`src/rtl/tmds_pkg.sv`:
```
`default_nettype none
// ============================================================================
//  Module      : tmds_pkg
//  Description : Shared types, code tables and helpers for the TMDS channel
//                encoder (mode enum, CTRL/TERC4/guard-band symbols, popcount).
//  Revision    : 1.0 - initial release
// ============================================================================
package tmds_pkg;

   // Encoding mode presented by the video timing / packet mux
   typedef enum logic [1:0] {
      MODE_CTRL  = 2'd0,
      MODE_VIDEO = 2'd1,
      MODE_DATA  = 2'd2,
      MODE_GUARD = 2'd3
   } tmds_mode_e;

   // Control-period symbols indexed by {C1,C0}
   localparam logic [9:0] CTRL_CODES [4] = '{
      10'b1101010100, 10'b0010101011, 10'b0101010100, 10'b1010101011
   };

   // TERC4 data-island symbols indexed by the 4-bit nibble
   localparam logic [9:0] TERC4_CODES [16] = '{
      10'b1010011100, 10'b1001100011, 10'b1011100100, 10'b1011100010,
      10'b0101110001, 10'b0100011110, 10'b0110001110, 10'b0100111100,
      10'b1011001100, 10'b0100111001, 10'b0110011100, 10'b1011000110,
      10'b1010001110, 10'b1001110001, 10'b0101100011, 10'b1011000011
   };

   // Guard-band symbols: video guard for lanes 0/2 and 1, data-island guard for lanes 1/2
   localparam logic [9:0] VGB_CODE_02 = 10'b1011001100;
   localparam logic [9:0] VGB_CODE_1  = 10'b0100110011;
   localparam logic [9:0] DGB_CODE_12 = 10'b0100110011;

   // Number of set bits in a byte
   function automatic logic [3:0] popcount8(input logic [7:0] v);
      logic [3:0] n;
      n = '0;
      for (int i = 0; i < 8; i++) begin
         n = n + {3'b000, v[i]};
      end
      return n;
   endfunction

endpackage
`default_nettype wire

```
`src/rtl/tmds_qm_stage.sv`:
```
`default_nettype none
// ============================================================================
//  Module      : tmds_qm_stage
//  Description : Combinational transition-minimisation of one pixel byte into
//                the 9-bit q_m word, plus the ones count of q_m[7:0].
//  Revision    : 1.0 - initial release
// ============================================================================
module tmds_qm_stage
   import tmds_pkg::*;
(
   input  logic [7:0] i_data,
   output logic [8:0] o_qm,
   output logic [3:0] o_n1
);

   logic [3:0] w_ones;
   logic       w_use_xnor;
   logic [8:0] w_qm;

   // XNOR chaining yields fewer transitions for dense bytes; ties broken by d[0]
   assign w_ones     = popcount8(i_data);
   assign w_use_xnor = (w_ones > 4'd4) || ((w_ones == 4'd4) && !i_data[0]);

   // Build q_m bit by bit; q_m[8] records which chaining was used (1 = XOR)
   always_comb begin
      w_qm    = '0;
      w_qm[0] = i_data[0];
      for (int i = 1; i < 8; i++) begin
         w_qm[i] = w_use_xnor ? ~(w_qm[i-1] ^ i_data[i]) : (w_qm[i-1] ^ i_data[i]);
      end
      w_qm[8] = ~w_use_xnor;
   end

   assign o_qm = w_qm;
   assign o_n1 = popcount8(w_qm[7:0]);

endmodule
`default_nettype wire

```
`src/rtl/tmds_channel_encoder.sv`:
```
`default_nettype none
// ============================================================================
//  Module      : tmds_channel_encoder
//  Description : Two-stage TMDS lane encoder: DVI video with running
//                disparity, CTRL codes, TERC4 data islands and guard bands.
//  Revision    : 1.0 - initial release
// ============================================================================
module tmds_channel_encoder
   import tmds_pkg::*;
#(
   parameter int CHANNEL = 0,
   parameter int CNT_W   = 5
)(
   input  logic             i_clk,
   input  logic             i_rst,
   input  logic             i_ce,
   input  logic [1:0]       i_mode,
   input  logic [7:0]       i_data,
   input  logic [1:0]       i_ctrl,
   input  logic [3:0]       i_terc4,
   output logic [9:0]       o_tmds,
   output logic [CNT_W-1:0] o_disparity
);

   generate
      if (CNT_W < 5) begin : g_cnt_w_check
         $error("tmds_channel_encoder: CNT_W must be at least 5");
      end
      if ((CHANNEL < 0) || (CHANNEL > 2)) begin : g_channel_check
         $error("tmds_channel_encoder: CHANNEL must be 0, 1 or 2");
      end
   endgenerate

   localparam logic signed [CNT_W-1:0] c_eight    = CNT_W'(8);
   localparam logic signed [CNT_W-1:0] c_two      = CNT_W'(2);
   localparam logic [9:0]              c_vgb_code = (CHANNEL == 1) ? VGB_CODE_1 : VGB_CODE_02;

   // Stage 1 state
   tmds_mode_e r_mode;
   logic [1:0] r_ctrl;
   logic [3:0] r_terc4;
   logic [8:0] r_qm;
   logic [3:0] r_n1;

   // Stage 2 state
   logic [9:0]              r_tmds;
   logic signed [CNT_W-1:0] r_cnt;

   logic [8:0]              w_qm;
   logic [3:0]              w_n1;
   logic [9:0]              w_sym;
   logic signed [CNT_W-1:0] w_cnt_nxt;
   logic signed [CNT_W-1:0] w_diff;
   logic signed [CNT_W-1:0] w_qm8x2;
   logic signed [CNT_W-1:0] w_nqm8x2;
   logic                    w_cnt_pos;
   logic                    w_cnt_neg;

   tmds_qm_stage u_qm (
      .i_data (i_data),
      .o_qm   (w_qm),
      .o_n1   (w_n1)
   );

   // Stage 1: capture mode/side-band inputs alongside the minimised byte
   always_ff @(posedge i_clk) begin
      if (i_rst) begin
         r_mode  <= MODE_CTRL;
         r_ctrl  <= '0;
         r_terc4 <= '0;
         r_qm    <= '0;
         r_n1    <= '0;
      end else if (i_ce) begin
         r_mode  <= tmds_mode_e'(i_mode);
         r_ctrl  <= i_ctrl;
         r_terc4 <= i_terc4;
         r_qm    <= w_qm;
         r_n1    <= w_n1;
      end
   end

   // N1 - N0 = 2*N1 - 8; the q_m[8] terms feed the biased correction branches
   assign w_diff    = $signed(CNT_W'({r_n1, 1'b0})) - c_eight;
   assign w_qm8x2   = r_qm[8] ? c_two : '0;
   assign w_nqm8x2  = r_qm[8] ? '0 : c_two;
   assign w_cnt_neg = r_cnt[CNT_W-1];
   assign w_cnt_pos = !r_cnt[CNT_W-1] && (r_cnt != '0);

   // Stage 2 symbol selection and next running disparity
   always_comb begin
      w_sym     = CTRL_CODES[0];
      w_cnt_nxt = '0;
      case (r_mode)
         MODE_VIDEO: begin
            if ((r_cnt == '0) || (r_n1 == 4'd4)) begin
               w_sym     = {~r_qm[8], r_qm[8], r_qm[8] ? r_qm[7:0] : ~r_qm[7:0]};
               w_cnt_nxt = r_qm[8] ? (r_cnt + w_diff) : (r_cnt - w_diff);
            end else if ((w_cnt_pos && (r_n1 > 4'd4)) || (w_cnt_neg && (r_n1 < 4'd4))) begin
               w_sym     = {1'b1, r_qm[8], ~r_qm[7:0]};
               w_cnt_nxt = r_cnt + w_qm8x2 - w_diff;
            end else begin
               w_sym     = {1'b0, r_qm[8], r_qm[7:0]};
               w_cnt_nxt = r_cnt - w_nqm8x2 + w_diff;
            end
         end
         MODE_CTRL: w_sym = CTRL_CODES[r_ctrl];
         MODE_DATA: w_sym = TERC4_CODES[r_terc4];
         MODE_GUARD: begin
            if (!r_terc4[0]) begin
               w_sym = c_vgb_code;
            end else if (CHANNEL == 0) begin
               w_sym = TERC4_CODES[{2'b11, r_ctrl}];
            end else begin
               w_sym = DGB_CODE_12;
            end
         end
         default: w_sym = CTRL_CODES[0];
      endcase
   end

   // Stage 2: register the symbol and disparity; non-video symbols zero the count
   always_ff @(posedge i_clk) begin
      if (i_rst) begin
         r_tmds <= CTRL_CODES[0];
         r_cnt  <= '0;
      end else if (i_ce) begin
         r_tmds <= w_sym;
         r_cnt  <= w_cnt_nxt;
      end
   end

   assign o_tmds      = r_tmds;
   assign o_disparity = r_cnt;

endmodule
`default_nettype wire
```
`config.mk`:
```
export PLATFORM = sky130hd
export DESIGN_NAME = tmds_channel_encoder
export DESIGN_NICKNAME = d
export VERILOG_FILES = /design/src/rtl/tmds_pkg.sv /design/src/rtl/tmds_qm_stage.sv /design/src/rtl/tmds_channel_encoder.sv
export SDC_FILE = /design/constraint.sdc
export NUM_CORES = 1
export LEC_CHECK = 0
export ABC_AREA = 0
export CELL_PAD_IN_SITES_DETAIL_PLACEMENT = 1
export CELL_PAD_IN_SITES_GLOBAL_PLACEMENT = 1
export CORE_ASPECT_RATIO = 1.2
export CORE_UTILIZATION = 40
export DETAILED_ROUTE_END_ITERATION = 12
export HOLD_SLACK_MARGIN = 0.03
export PLACE_DENSITY_LB_ADDON = 0.25
export SETUP_SLACK_MARGIN = 0.2
export SYNTH_ARGS = -nofsm -noshare
export SYNTH_HDL_FRONTEND = slang
export SYNTH_HIERARCHICAL = 1
export SYNTH_SLANG_ARGS = --single-unit
```
`constraint.sdc`:
```
create_clock -name i_clk -period 5.9 [get_ports i_clk]
set_clock_uncertainty 0.05 [all_clocks]
set_input_delay 0.59 -clock i_clk [delete_from_list [all_inputs] [get_ports i_clk]]
set_output_delay 0.59 -clock i_clk [all_outputs]
set_load 0.02 [all_outputs]
```
Fig. 1: run 1, routing congestion map
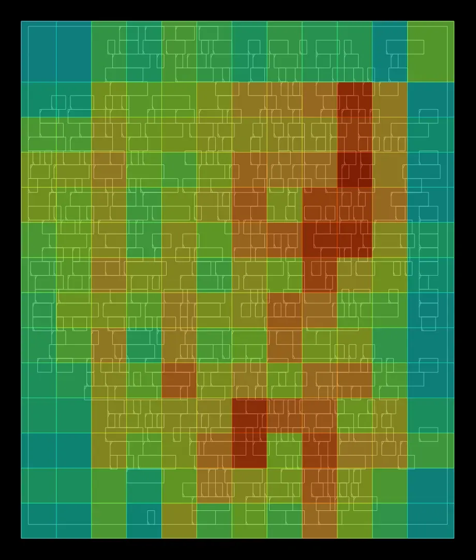
grt met2 use: 0.3480
GRT Util Overall: 0.1992
GRT busiest layer: met2

Fig. 2: run 1, metal 1
(4 px per um)
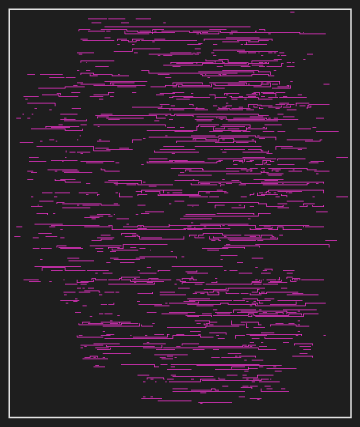
main direction: horizontal
nets with wire on the layer: 427
longest straight run: 36.3 um
met1 GRT Util: 0.2557
via count: 2,757
DRT Wirelength: 7881 um

Fig. 3: run 1, a small window of the routed layout
Region (9, 64) to (34, 89) um. Cells in grey, sequential cells in the stronger grey; small squares are vias.
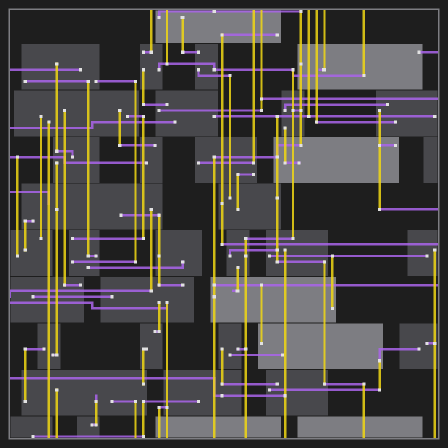
legend:
  yellow:
    layer: metal 2
  purple:
    layer: metal 1
most frequent: mux2i_1 (5), nor2_1 (5), dfxtp_1 (5)
cells with their middle in the window: 32
netlist names of flops here include: `r_ctrl` (2), `r_qm` (2)
sequential cells in the window: 5

==> Changelog: implementation, run 1 <==
### Metrics

* R2r endpoint: o_disparity[2]
* Die width at ~85 um
* Reg2Reg Launch Point: o_disparity[1]
* Overall power at 1.532 mW
* Leakage at approximately 1.8 nW
* Seq group at 0.313 mW
* Logic Gate Count at approximately 280
* DR iter-0 viols at about 130
* Clock Tree Root: clkbuf_8
* Comb/total area at 0.6087
* Number of global-route vias before repair at 2,832
* H-Tree Depth at 2
* Synth top cells by count: inv_1, nor2_1, dfxtp_1
* Fin area at around 0.0039 sq mm
* Yosys Warn Count at 6
* Final Non-Filler Cells at about 510
* CP endpoint: r_n1[1]
* Run status: finished, final reports clean
* Adder Share, Synth at 0.2033
* Metal-1 WL at around 3600 um
* Met3 Use GR at 0.03586
* Highest-delay cell along the critical path: fa_1
* Wire length on met2 at 3917 um
* Largest register FFs at 10
* CP Capture Type: register
* WHS Endpoint: o_tmds[8]
* # diodes at 0
* Synth flops at 35
* Worst R2R Path Depth at 9
* Synth async-reset ratio at 0
* AO/OA Area Share at 0.1852
* Setup crit start: i_data[3]
* GRT overflow at 0
* Invs w/o clock at approximately 48
* Hold depth at 1
* P_int at between 0.8 and 0.9 mW
* DRT antenna net count at 0
* Vias/cell at 5.374
* CTS tree: built
* Post_cts resized at 19
* Crit path cell chain: buf_8 -> inv_8 -> fa_1 -> fa_1 -> fa_1 -> inv_1 -> ha_2 -> fa_2 -> nor3b_4 -> o22ai_4 -> xnor2_2 -> fa_1 -> fa_1 -> inv_2 -> fa_1 -> ha_2 -> inv_2 -> fa_2 -> inv_2 -> mux2i_1 -> nor2_1
* Clock Sink Count at 35
* # rows at 36
* Crit start category: input pin
* Post-synth EDFFs at 0
* Worst-margin pin slew at between 800 and 900 ps
* Late-Pin Clk Latency at 290 ps
* Logic area at between 0.002 and 0.0025 sq mm
* Fmax at around 170 MHz
* Seq/total area at 0.1790
* Chip Area, Yosys at 0.003311 sq mm
* Mux cell area share at 0.07974
* Switching portion of total power at 0.4296
* Yosys xor share at 0.1168
* OpenROAD warnings at about 45
* Cell accounting for the most synthesized area: dfxtp_1
* Sw power at between 0.6 and 0.7 mW
* Share of cells above drive strength 1 at 0.1196
* Most common cell in the netlist: inv_1
* Synthesis-to-layout area growth at 18.22%
* Maximum VDD drop at approximately 0.26 mV
* Hold Fails Final Rpt at 0
* Post-synthesis sequential area ratio at 0.2116
* DR DRC count at 0
* Die y size at between 100 and 150 um
* Worst Path Max Fanout at 3
* TNS Setup at 0 ps
* Max_cap viols at 0
* Largest stage delay, worst path at between 500 and 600 ps
* Comb pwr at slightly above 1 mW
* FP Core Util at 0.4106
* Main logic family after synthesis: adder cells
* Non-clock buffers at roughly 47
* CTS Hold Bufs at 0
* Max Root-Sink Buffers at 2
* Synth Flop Type: dfxtp_1
* Dominant cell area share at 0.2116
* CP required at approximately 6000 ps
* Worst Setup Slack post-DPL at -709.3 ps
* Gpl congestion at approximately 0.85
* CTS buffer count at 5
* Clock network area share at 0.02430
* Crit-path most repeated cell: fa_1
* P per Cell Area at ~390 mW/mm^2
* Hold Slack at roughly 430 ps
* Final Critical Period at roughly 5800 ps
* Flop2flop setup slack at approximately 3100 ps
* Family with the most delay on the worst path: adder cells
* NumNets Final at 482
* CP arrival at ~6000 ps
Fig. 4: run 1, cells coloured by class
(4 px per um)
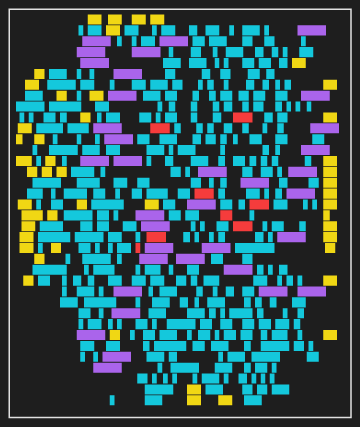

==> run 2: changes to the inputs <==
CELL_PAD_IN_SITES_DETAIL_PLACEMENT = not set   (was 1)
CELL_PAD_IN_SITES_GLOBAL_PLACEMENT = not set   (was 1)
CORE_UTILIZATION = 41   (was 40)
Fig. 5: run 2, cells coloured by class
(4 px per um)
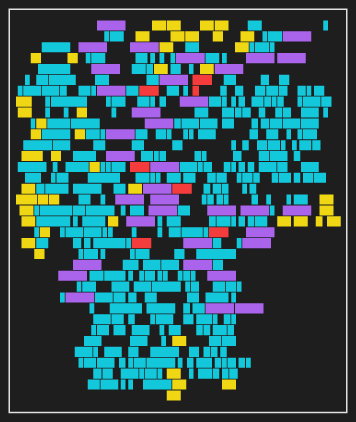
legend:
  purple:
    class: sequential cells
    cells: 35
    share_of_their_area: 18%
  red:
    class: clock drivers and dummy loads
    cells: 7
    share_of_their_area: 2.3%
  cyan:
    class: combinational and other logic
    cells: 328
    share_of_their_area: 68%
  yellow:
    class: remaining buffers and delay cells
    cells: 46
    share_of_their_area: 11%

Fig. 6: run 2, a small window of the routed layout
Region (9, 63) to (34, 88) um. Cells in grey, sequential cells in the stronger grey; small squares are vias.
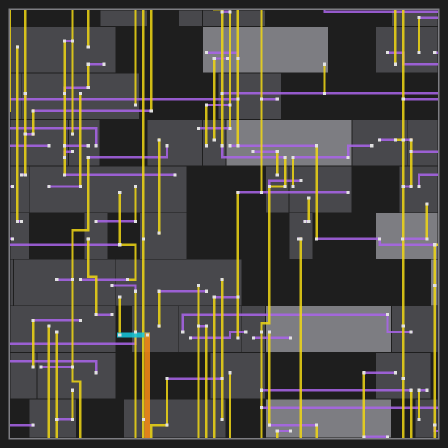
legend:
  cyan:
    layer: metal 3
  yellow:
    layer: metal 2
  orange:
    layer: metal 4
  purple:
    layer: metal 1
sequential cells in the window: 4
most frequent: xor2_1 (5), dfxtp_1 (4)
cells with their middle in the window: 34
netlist names of flops here include: `r_qm` (4)

Fig. 7: run 2, routing congestion map
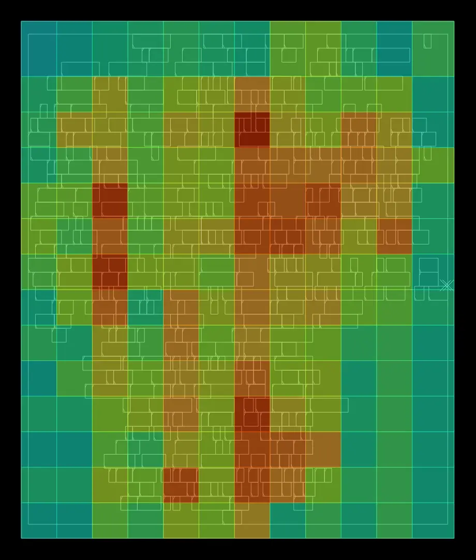
grt met2 use: 0.3020
GRT Util Overall: 0.1797
final core occ: 0.5064
Routed wire per std cell: 14.02 um
met3 Use GR: 0.03043

==> Changelog: implementation, run 2 <==
### Metrics

* P_int at 0.8765 mW (was 0.8741 mW)
* Run status: finished with violations (was finished, final reports clean)
* DR iter-0 viols at 130 (unchanged)
* Final period util at 0.9742 (was 0.9768)
* DRT Wirelength at 7121 um (was 7881 um)
* Comb/total area at 0.6114 (was 0.6087)
* CP Capture Type: register (unchanged)
* PnR worst setup slack at 152.0 ps (was 136.9 ps)
* GRT overflow at 0 (unchanged)
* WS Path Type: input pin to register (unchanged)
* CTS Hold Bufs at 0 (unchanged)
* Max_cap viols at 0 (unchanged)
* Synth flops at 35 (unchanged)
* Yosys Warn Count at 6 (unchanged)
* DRT antenna net count at 0 (unchanged)
* Sw power at 0.6300 mW (was 0.6584 mW)
* Most common cell in the netlist: inv_1 (unchanged)
* Failing checks: DRC
* Largest stage delay, worst path at 550 ps (was 540 ps)
* Seq group at 0.311 mW (was 0.313 mW)
* Fin area at 0.003925 sq mm (was 0.003914 sq mm)
* Hold Fails Final Rpt at 0 (unchanged)
* Chip Area, Yosys at 0.003311 sq mm (unchanged)
* CTS buffer count at 5 (unchanged)
* Dominant cell area share at 0.2116 (unchanged)
* Cell accounting for the most synthesized area: dfxtp_1 (unchanged)
* Clock Sink Count at 35 (unchanged)
* Yosys xor share at 0.1168 (unchanged)
* Clock network area share at 0.02231 (was 0.02430)
* Synth Instances at 384 (unchanged)
* Fmax at 174.0 MHz (was 173.5 MHz)
* Overall power at 1.506 mW (was 1.532 mW)
* Switching portion of total power at 0.4182 (was 0.4296)
* Adder Share, Synth at 0.2033 (unchanged)
* TNS Setup at 0 ps (unchanged)
* AO/OA Area Share at 0.1852 (unchanged)
* Final Critical Period at 5748 ps (was 5763 ps)
* Highest-delay cell along the critical path: fa_1 (unchanged)
* Setup crit start: i_data[1] (was i_data[3])
* Seq/total area at 0.1785 (was 0.1790)
* Tapcells at 92 (was 95)
* WHS Endpoint: o_tmds[8] (unchanged)
* NumNets Final at 481 (was 482)
* Late-Pin Clk Latency at 280 ps (was 290 ps)
* Crit start category: input pin (unchanged)
* Top Layer Used: met4 (unchanged)
* Wire length on met2 at 3397 um (was 3917 um)
* OpenROAD warnings at 45 (unchanged)
* Die y size at 100.4 um (was 101.7 um)
* Logic Gate Count at 280 (unchanged)
* Buffer share of cell area at 0.1100 (was 0.1097)
* Metal-1 WL at 3316 um (was 3627 um)
* Reg2Reg Launch Point: o_disparity[1] (unchanged)
* Family with the most delay on the worst path: adder cells (unchanged)
* Logic area at 0.002400 sq mm (was 0.002382 sq mm)
* Synth async-reset ratio at 0 (unchanged)
* Synth top cells by count: inv_1, nor2_1, dfxtp_1 (unchanged)
* Stages on worst setup path at 21 (unchanged)
* FP Core Util at 0.4271 (was 0.4106)
* CTS tree: built (unchanged)
* Flop2flop setup slack at 3040 ps (was 3050 ps)
* DR DRC count at 2 (was 0)
* # diodes at 0 (unchanged)
* Via count at 2,671 (was 2,757)
* R2r endpoint: o_disparity[2] (unchanged)
* Clock Tree Root: clkbuf_8 (unchanged)
* CORE AREA at 0.007751 sq mm (was 0.008063 sq mm)
* H-Tree Depth at 2 (unchanged)
* Gpl congestion at 0.8681 (was 0.8498)
* Met1 GRT Util at 0.2357 (was 0.2557)
* Final Non-Filler Cells at 508 (was 513)
* Simple-gate portion of the synthesized area at 0.1202 (unchanged)
* Mux cell area share at 0.07974 (unchanged)
* Vias/cell at 5.258 (was 5.374)
* Leakage at 1.770 nW (was 1.765 nW)
* Share of cells above drive strength 1 at 0.1178 (was 0.1196)
* Die width at 84.03 um (was 85.05 um)
* Seq cells at 35 (unchanged)
* Post-synth EDFFs at 0 (unchanged)
* Initial antenna violation count at 0 (unchanged)
* CP required at 6010 ps (was 6020 ps)
* Synth Flop Type: dfxtp_1 (unchanged)
* Hold Slack at 425.9 ps (was 426.3 ps)
* Worst Path Max Fanout at 4 (was 3)
* Number of global-route vias before repair at 2,575 (was 2,832)
* Largest register FFs at 10 (unchanged)
* CP arrival at 5860 ps (was 5880 ps)
* P per Cell Area at 383.8 mW/mm^2 (was 391.5 mW/mm^2)
* Max Root-Sink Buffers at 2 (unchanged)
* Worst R2R Path Depth at 9 (unchanged)
* Synth area leaders: dfxtp_1, ha_1, fa_1 (unchanged)
* Crit path cell chain: buf_8 -> inv_4 -> fa_1 -> fa_1 -> fa_1 -> inv_2 -> ha_4 -> fa_2 -> nor3b_4 -> o22ai_4 -> xnor2_2 -> fa_1 -> fa_1 -> inv_1 -> fa_1 -> ha_2 -> inv_2 -> fa_2 -> inv_1 -> mux2i_1 -> nor2_1 (was buf_8 -> inv_8 -> fa_1 -> fa_1 -> fa_1 -> inv_1 -> ha_2 -> fa_2 -> nor3b_4 -> o22ai_4 -> xnor2_2 -> fa_1 -> fa_1 -> inv_2 -> fa_1 -> ha_2 -> inv_2 -> fa_2 -> inv_2 -> mux2i_1 -> nor2_1)
* Maximum VDD drop at 0.3402 mV (was 0.2647 mV)
* CP endpoint: r_n1[1] (unchanged)
* Hold depth at 1 (unchanged)
* Worst Setup Slack post-DPL at -679.6 ps (was -709.3 ps)
* Post_cts resized at 19 (unchanged)
Fig. 8: run 2, cells by drive strength
(4 px per um)
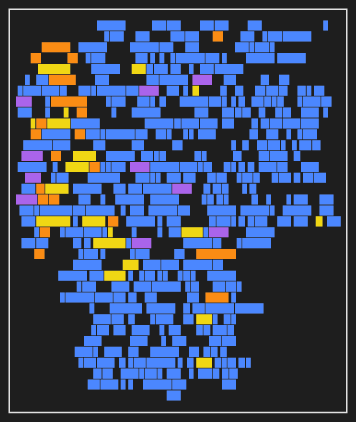

==> run 3: changes to the inputs <==
==> constraint.sdc (replaced) <==
create_clock -name i_clk -period 5.9 [get_ports i_clk]
set_clock_uncertainty 0.05 [all_clocks]
set_input_delay 1.475 -clock i_clk [delete_from_list [all_inputs] [get_ports i_clk]]
set_output_delay 1.475 -clock i_clk [all_outputs]
set_load 0.02 [all_outputs]
Fig. 9: run 3, cells by drive strength
(4 px per um)
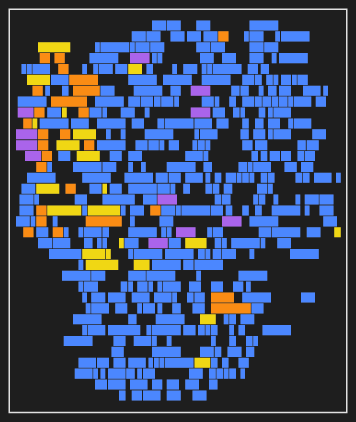
legend:
  purple:
    size: _6 and larger
    cells: 11
  blue:
    size: _0 and _1 cells
    cells: 364
  orange:
    size: _3 and _4 cells
    cells: 26
  yellow:
    size: _2 cells
    cells: 21
PnR worst setup slack: -685.7 ps
synthesis-to-layout area growth: 20.67%
Non-clock buffers: 51
fin area: 0.003995 sq mm

Fig. 10: run 3, a small window of the routed layout
Region (9, 63) to (34, 88) um. Cells in grey, sequential cells in the stronger grey; small squares are vias.
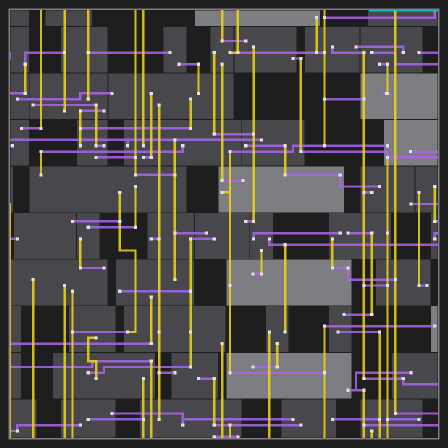
legend:
  yellow:
    layer: metal 2
  purple:
    layer: metal 1
  cyan:
    layer: metal 3
netlist names of flops here include: `r_qm` (3), `o_tmds` (1)
most frequent: xor2_1 (6), buf_4 (5)
cells with their middle in the window: 39
sequential cells in the window: 4

Fig. 11: run 3, cells coloured by class
(4 px per um)
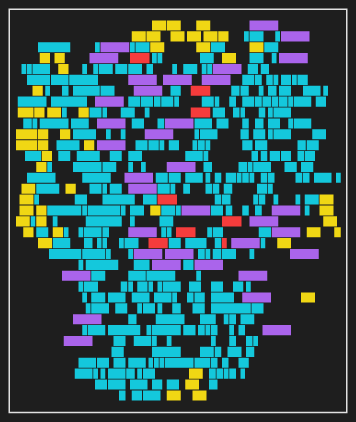
legend:
  cyan:
    class: combinational and other logic
    cells: 328
    share_of_their_area: 67%
  red:
    class: clock drivers and dummy loads
    cells: 8
    share_of_their_area: 2.6%
  purple:
    class: sequential cells
    cells: 35
    share_of_their_area: 18%
  yellow:
    class: remaining buffers and delay cells
    cells: 51
    share_of_their_area: 12%
# rows: 35
Seq/total area: 0.1754
CORE AREA: 0.007751 sq mm
final core occ: 0.5154

==> Changelog: implementation, run 3 <==
### Metrics

* Distinct lib cells at 54 (unchanged)
* Top cells excl fill/tap: inv_1, nor2_1, dfxtp_1 (unchanged)
* Crit start category: input pin (unchanged)
* DRT Wirelength at 7104 um (was 7121 um)
* DR DRC count at 4 (was 2)
* Synth Flop Type: dfxtp_1 (unchanged)
* Final period util at 1.116 (was 0.9742)
* H-Tree Depth at 2 (unchanged)
* Worst R2R Path Depth at 8 (was 9)
* Comb/total area at 0.6057 (was 0.6114)
* Simple-gate portion of the synthesized area at 0.1202 (unchanged)
* Part of the power in combinational logic at 0.682 (was 0.678)
* Most common cell in the netlist: inv_1 (unchanged)
* Die y size at 100.4 um (unchanged)
* Main logic family after synthesis: adder cells (unchanged)
* Stages on worst setup path at 21 (unchanged)
* Hold depth at 1 (unchanged)
* Die footprint at 0.008440 sq mm (unchanged)
* Metal-1 WL at 3374 um (was 3316 um)
* Number of global-route vias before repair at 2,583 (was 2,575)
* OpenROAD warnings at 45 (unchanged)
* P_int at 0.9270 mW (was 0.8765 mW)
* Seq cells at 35 (unchanged)
* CP arrival at 6700 ps (was 5860 ps)
* Clock Tree Root: clkbuf_8 (unchanged)
* Gpl congestion at 0.8619 (was 0.8681)
* Syn_area_per_cell at 8.622 sq um (unchanged)
* Cell accounting for the most synthesized area: dfxtp_1 (unchanged)
* Sw power at 0.6471 mW (was 0.6300 mW)
* Highest-delay cell along the critical path: fa_1 (unchanged)
* # diodes at 0 (unchanged)
* WS Path Type: input pin to register (unchanged)
* Synth area leaders: dfxtp_1, ha_1, fa_1 (unchanged)
* Met1 GRT Util at 0.2376 (was 0.2357)
* Placed insts at 505 (was 499)
* Synth Instances at 384 (unchanged)
* Logic Gate Count at 280 (unchanged)
* Overall power at 1.574 mW (was 1.506 mW)
* Share of cells above drive strength 1 at 0.1374 (was 0.1178)
* Grt met2 use at 0.3083 (was 0.3020)
* Floorplan Nets at 449 (unchanged)
* GRT busiest layer: met2 (unchanged)
* Dominant cell area share at 0.2116 (unchanged)
* Post-synthesis sequential area ratio at 0.2116 (unchanged)
* Post-CTS setup buffers at 1 (was 2)
* Top cell excl fill/tap: inv_1 (unchanged)
* Routed wl met3 at 198 um (was 271 um)
* Main power group: combinational logic (unchanged)
* Mux cell area share at 0.07974 (unchanged)
* Yosys xor share at 0.1168 (unchanged)
* CTS buffer count at 5 (unchanged)
* HP Start: o_tmds[8] (unchanged)
* CTS tree: built (unchanged)
* DP Area at 0.003832 sq mm (was 0.003777 sq mm)
* Buffer share of cell area at 0.1174 (was 0.1100)
* Initial antenna violation count at 0 (unchanged)
* Num ports at 34 (unchanged)
* Switching portion of total power at 0.4111 (was 0.4182)
* Logic area at 0.002420 sq mm (was 0.002400 sq mm)
* Hold Fails Final Rpt at 0 (unchanged)
* Comb pwr at 1.07 mW (was 1.02 mW)
* Synth async-reset ratio at 0 (unchanged)
* Seq. cell area at 700.7 sq um (unchanged)
* Run status: finished with violations (unchanged)
* Final Non-Filler Cells at 514 (was 508)
* First-pass GRT wire length at 12,100 um (was 12,300 um)
* Invs w/o clock at 48 (unchanged)
* Clock buffers at 8 (was 6)
* Worst Setup Slack post-DPL at -1540 ps (was -679.6 ps)
* Clock Sink Count at 35 (unchanged)
* AO/OA Area Share at 0.1852 (unchanged)
* Crit-path most repeated cell: fa_1 (unchanged)
* Fmax at 151.8 MHz (was 174.0 MHz)
* Leakage at 1.802 nW (was 1.770 nW)
* Max Root-Sink Buffers at 2 (unchanged)
* FP Core Util at 0.4271 (unchanged)
* Clock power frac at 0.121 (was 0.116)
* Wire length on met2 at 3435 um (was 3397 um)
* Worst Path Max Fanout at 4 (unchanged)
* Pin count of the biggest net entering global routing at 35 (unchanged)
* Via count at 2,704 (was 2,671)
* Slew Limit Headroom at 0.4341 (was 0.4474)
* Largest stage delay, worst path at 560 ps (was 550 ps)
* GRT overflow at 0 (unchanged)
* Maximum VDD drop at 0.2911 mV (was 0.3402 mV)
* Reg2Reg Launch Point: o_disparity[1] (unchanged)
* Post_cts resized at 20 (was 19)
* PnR worst setup slack at -685.7 ps (was 152.0 ps)
* FILL cells at 739 (was 704)
* Crit path cell chain: buf_8 -> inv_4 -> fa_1 -> fa_1 -> fa_1 -> inv_2 -> ha_4 -> fa_2 -> nor3b_4 -> o22ai_4 -> xnor2_2 -> fa_1 -> fa_1 -> inv_2 -> fa_2 -> ha_4 -> inv_2 -> fa_2 -> inv_2 -> mux2i_1 -> nor2_1 (was buf_8 -> inv_4 -> fa_1 -> fa_1 -> fa_1 -> inv_2 -> ha_4 -> fa_2 -> nor3b_4 -> o22ai_4 -> xnor2_2 -> fa_1 -> fa_1 -> inv_1 -> fa_1 -> ha_2 -> inv_2 -> fa_2 -> inv_1 -> mux2i_1 -> nor2_1)
* Vias/cell at 5.261 (was 5.258)
* Clock network area share at 0.02505 (was 0.02231)
* Synth Cell Area at 0.003311 sq mm (unchanged)
* Setup crit start: i_data[1] (unchanged)
* Max_cap viols at 0 (unchanged)
* CP required at 6020 ps (was 6010 ps)
* Worst-margin pin slew at 848.9 ps (was 828.9 ps)
* Clk pwr at 0.190 mW (was 0.174 mW)
* DPL Wire Length at 5518 um (was 5410 um)
* Largest register FFs at 10 (unchanged)
* Late-Pin Clk Latency at 280 ps (about the same)
* Final Critical Period at 6586 ps (was 5748 ps)
* Failing checks: DRC, setup timing (was DRC)
* Chip Area, Yosys at 0.003311 sq mm (unchanged)
* P per Cell Area at 394.0 mW/mm^2 (was 383.8 mW/mm^2)
* Met3 Use GR at 0.01891 (was 0.03043)
* Adder Share, Synth at 0.2033 (unchanged)
* Yosys stat cell total at 384 (unchanged)
* CP endpoint: r_n1[1] (unchanged)
* RSZ-0062 raised after global routing: true (unchanged)
* Worst min path class: register to register (unchanged)
* Hold Slack at 431.7 ps (was 425.9 ps)
* TNS Setup at -1827 ps (was 0 ps)
* Die width at 84.03 um (unchanged)
* NumNets Final at 486 (was 481)
* DR iter-0 viols at 124 (was 130)
* Top Layer Used: met4 (unchanged)
* Tapcells at 92 (unchanged)
* Family with the most delay on the worst path: adder cells (unchanged)
* Seq group at 0.311 mW (about the same)
* Port bufs at 32 (unchanged)
* Flop2flop setup slack at 3060 ps (was 3040 ps)
* # setup viols final at 4 (was 0)
* GRT Util Overall at 0.1789 (was 0.1797)
* CP Buf/Inv Count at 6 (unchanged)
* Synth top cells by count: inv_1, nor2_1, dfxtp_1 (unchanged)
* Top class by area: multi-input combinational cells (unchanged)
* WHS Endpoint: o_tmds[8] (unchanged)
* Synth flops at 35 (unchanged)
* Worst-path clk slew at 70 ps (about the same)
* Sequential share of power at 0.198 (was 0.207)
* Yosys Warn Count at 6 (unchanged)
* DRT antenna net count at 0 (unchanged)
* CTS Hold Bufs at 0 (unchanged)
* CP Capture Type: register (unchanged)
* R2r endpoint: o_disparity[3] (was o_disparity[2])
* Routed wire per std cell at 13.82 um (was 14.02 um)
* DR pass1 iterations at 9 (was 8)
* Post-synth EDFFs at 0 (unchanged)
No activity file was given, so power comes from the tool's default toggle rates.
